### config.mk
export PLATFORM = sky130hd
export DESIGN_NAME = w5300_bus_arbiter
export DESIGN_NICKNAME = d
export VERILOG_FILES = /design/src/rtl/w5300_pkg.sv /design/src/rtl/w5300_rr_pick.sv /design/src/rtl/w5300_bus_arbiter.sv
export SDC_FILE = /design/constraint.sdc
export NUM_CORES = 1
export LEC_CHECK = 0
export ABC_AREA = 1
export CAP_MARGIN = 20
export CORE_ASPECT_RATIO = 0.7
export CORE_MARGIN = 1
export CORE_UTILIZATION = 39
export CTS_BUF_LIST = sky130_fd_sc_hd__clkbuf_8
export DETAILED_ROUTE_END_ITERATION = 12
export PLACE_DENSITY = 0.84
export SYNTH_ARGS = -nofsm -noshare
export SYNTH_HDL_FRONTEND = slang
export SYNTH_SLANG_ARGS = --single-unit
### constraint.sdc
create_clock -name clk -period 1.52 [get_ports clk]
set_input_delay 0.152 -clock clk [delete_from_list [all_inputs] [get_ports clk]]
set_output_delay 0.152 -clock clk [all_outputs]
set_load 0.05 [all_outputs]
### src/rtl/w5300_pkg.sv
// w5300_pkg: shared state encoding, bus direction bits and widths for the W5300 arbiter
package w5300_pkg;
  localparam int AW = 10;
  localparam int DW = 16;
  localparam logic RD = 1'b1;
  localparam logic WR = 1'b0;
  typedef enum logic [2:0] {
    IDLE      = 3'd0,
    ISSUE     = 3'd1,
    WAIT_ACK  = 3'd2,
    WAIT_DONE = 3'd3,
    RESP      = 3'd4
  } state_t;
endpackage

### src/rtl/w5300_rr_pick.sv
// w5300_rr_pick: two-port round-robin chooser where an active lock owner with a pending request wins
module w5300_rr_pick (
  input  logic v0,
  input  logic v1,
  input  logic ptr,
  input  logic lock_vld,
  input  logic lock_port,
  output logic grant,
  output logic sel
);
  always_comb begin
    grant = v0 | v1;
    sel = (lock_vld && (lock_port ? v1 : v0)) ? lock_port : (v0 && v1) ? ptr : v1;
  end
endmodule

### src/rtl/w5300_bus_arbiter.sv
// w5300_bus_arbiter: two-port round-robin W5300 bus arbiter with burst lock; W5300_ARB_TIMEOUT_EN adds an access timeout
module w5300_bus_arbiter
  import w5300_pkg::*;
#(
  parameter int TIMEOUT_CYCLES = 255
) (
  input  logic          clk,
  input  logic          rst,
  input  logic          req0_valid,
  input  logic          req0_wr,
  input  logic [AW-1:0] req0_addr,
  input  logic [DW-1:0] req0_wdata,
  input  logic          req0_lock,
  output logic          req0_ready,
  input  logic          req1_valid,
  input  logic          req1_wr,
  input  logic [AW-1:0] req1_addr,
  input  logic [DW-1:0] req1_wdata,
  input  logic          req1_lock,
  output logic          req1_ready,
  output logic          rsp0_valid,
  output logic          rsp1_valid,
  output logic [DW-1:0] rsp_rdata,
  output logic          rsp_err,
  output logic          bus_start,
  output logic [AW:0]   bus_addr,
  output logic [DW-1:0] bus_wdata,
  input  logic [DW-1:0] bus_rdata,
  input  logic          bus_ready
);
  state_t state, state_nx;
  logic grant, sel, accept, done, tmo, timeout;
  logic ptr, owner, lock_r, lock_vld, lock_port;
  w5300_rr_pick u_pick (
    .v0(req0_valid),
    .v1(req1_valid),
    .ptr(ptr),
    .lock_vld(lock_vld),
    .lock_port(lock_port),
    .grant(grant),
    .sel(sel)
  );
  assign done = state == WAIT_DONE && bus_ready;
  assign timeout = tmo && !done;
`ifdef W5300_ARB_TIMEOUT_EN
  localparam int CW = $clog2(TIMEOUT_CYCLES + 1);
  localparam logic [CW-1:0] TMAX = CW'(TIMEOUT_CYCLES - 1);
  logic [CW-1:0] cnt;
  logic err, waiting;
  assign waiting = state == WAIT_ACK || state == WAIT_DONE;
  assign tmo = waiting && cnt == TMAX;
  assign rsp_err = state == RESP && err;
  always_ff @(posedge clk or posedge rst)
    if (rst) begin
      cnt <= '0;
      err <= 1'b0;
    end else begin
      cnt <= waiting ? cnt + 1'b1 : '0;
      err <= state_nx == RESP ? timeout : err;
    end
`else
  logic unused_tc;
  assign unused_tc = ^TIMEOUT_CYCLES;
  assign tmo = 1'b0;
  assign rsp_err = 1'b0;
`endif
  always_comb begin
    state_nx = state;
    case (state)
      IDLE:      state_nx = grant ? ISSUE : IDLE;
      ISSUE:     state_nx = bus_ready ? WAIT_ACK : ISSUE;
      WAIT_ACK:  state_nx = timeout ? RESP : !bus_ready ? WAIT_DONE : WAIT_ACK;
      WAIT_DONE: state_nx = (done || timeout) ? RESP : WAIT_DONE;
      RESP:      state_nx = IDLE;
      default:   state_nx = IDLE;
    endcase
    accept = !rst && state == IDLE && grant;
    req0_ready = accept && !sel;
    req1_ready = accept && sel;
    bus_start = state == ISSUE && bus_ready;
    rsp0_valid = state == RESP && !owner;
    rsp1_valid = state == RESP && owner;
  end
  always_ff @(posedge clk or posedge rst)
    if (rst) begin
      state <= IDLE;
      ptr <= 1'b0;
      owner <= 1'b0;
      lock_r <= 1'b0;
      lock_vld <= 1'b0;
      lock_port <= 1'b0;
      bus_addr <= '0;
      bus_wdata <= '0;
      rsp_rdata <= '0;
    end else begin
      state <= state_nx;
      if (accept) begin
        owner <= sel;
        lock_r <= sel ? req1_lock : req0_lock;
        bus_addr <= sel ? {req1_wr ? WR : RD, req1_addr} : {req0_wr ? WR : RD, req0_addr};
        bus_wdata <= sel ? req1_wdata : req0_wdata;
        lock_vld <= lock_vld && sel == lock_port;
      end
      if (timeout) lock_r <= 1'b0;
      if ((done && bus_addr[AW] == RD) || timeout) rsp_rdata <= timeout ? '0 : bus_rdata;
      if (state == RESP) begin
        ptr <= ~owner;
        lock_vld <= lock_r;
        lock_port <= owner;
      end
    end
endmodule

==> metrics.cfg <==
[route]
wl_met3_um=601
drt-initial-drc-count=84
drc=0
antenna_left=0

[yosys]
ys_sh_aoi_pct=1.71
ys_sh_simple_pct=35.5
most_common_cell=nand2_1
ys_ff=51
synth_area_per_cell_um2=8.18
synth-main-ff-cell=dfrtp_1
synthXorXnorAreaFrac_pct=0
yosys.stat.chipArea_um2=2200
syn_area_um2=2200

[pwr]
p_clk_mw=0.726
power_leader=combinational logic

[critical_path]
critPathRequiredTime_ps=1370
crit_path_max_incr_delay_ps=430
crit_chain=nor2_4, nand3_4, a21oi_4, buf_12, buf_12
critPathMaxFanout=4
path_common_cell=buf_12

[timing]
setup_viol=5
setup_tns_ps=-176
maxSlewViolCount=0
setup_slack_ps=-60.4
hold_slack_ps=297

[cells_and_area]
fin_cells=483
final_cell_mix=nand2_1, clkdlybuf4s50_1, buf_4
dominant-cell-class=non-clock buffers
seq_share_pct=33.1
seqCellArea_um2=1280
clkbuf_count=5

[run_status]
status=finished, violations left
violations=negative setup slack

[die]
num_rows=22
fp.dieH_um=64.9
core_um2=5340

[job]
maxCapViolations=0

[clock_network]
clock_latency_ps=290
cts_made_buffers=5
clockBufferDepth=2
cts-root-buf=clkbuf_8

[global_routing]
grt_max_degree=27

[placement]
place_worst_setup_slack_ps=-101
port_buffers=124
hpwl_mm=4.64

### Routing congestion

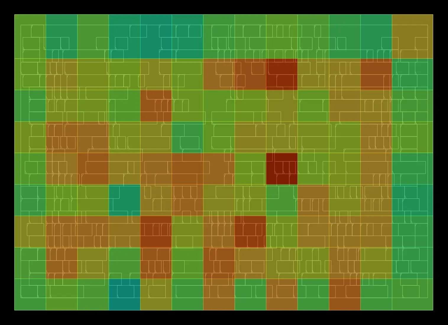
met3 usage: 7.16%
busiest grt layer: met2

### Placement density heat map

Drawn at 3 px/µm. The die is cut into 9 by 6 equal tiles; white is low, dark blue is high, 0 to 100% covered.
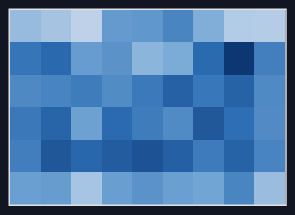
tiles over 75% full	28%
mean over tiles	63%
fullest tile	97%

### Routed metal, one colour a layer

Drawn at 6 px/µm. Two of the layers only.
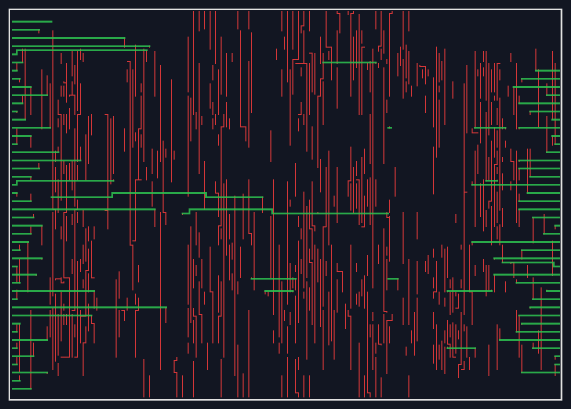
colour	layer	wire length
red	metal 2	3060 µm
green	metal 3	602 µm

### Power grid

Drawn at 4 px/µm. Pins as bars on the die edge.
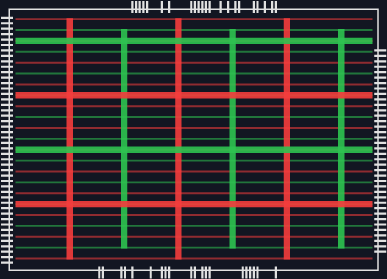
colour	net
green	VDD
red	VSS
met5 straps	4
rows	22
met4 straps	6

### Clock wires, drivers and flops

Drawn at 6 px/µm.
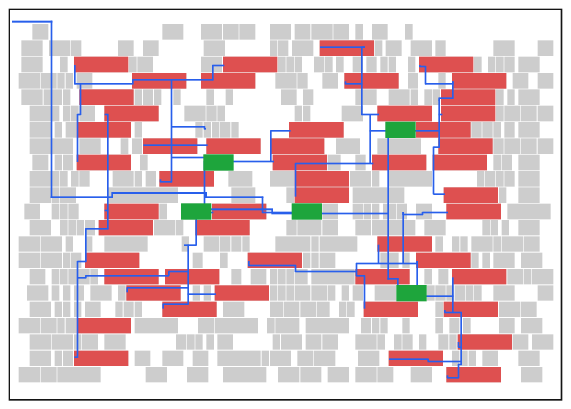
[green] clock drivers | count: 5
[red] flip-flops | count: 51
[blue] clock wires | length: 568 µm
routed clock nets	6

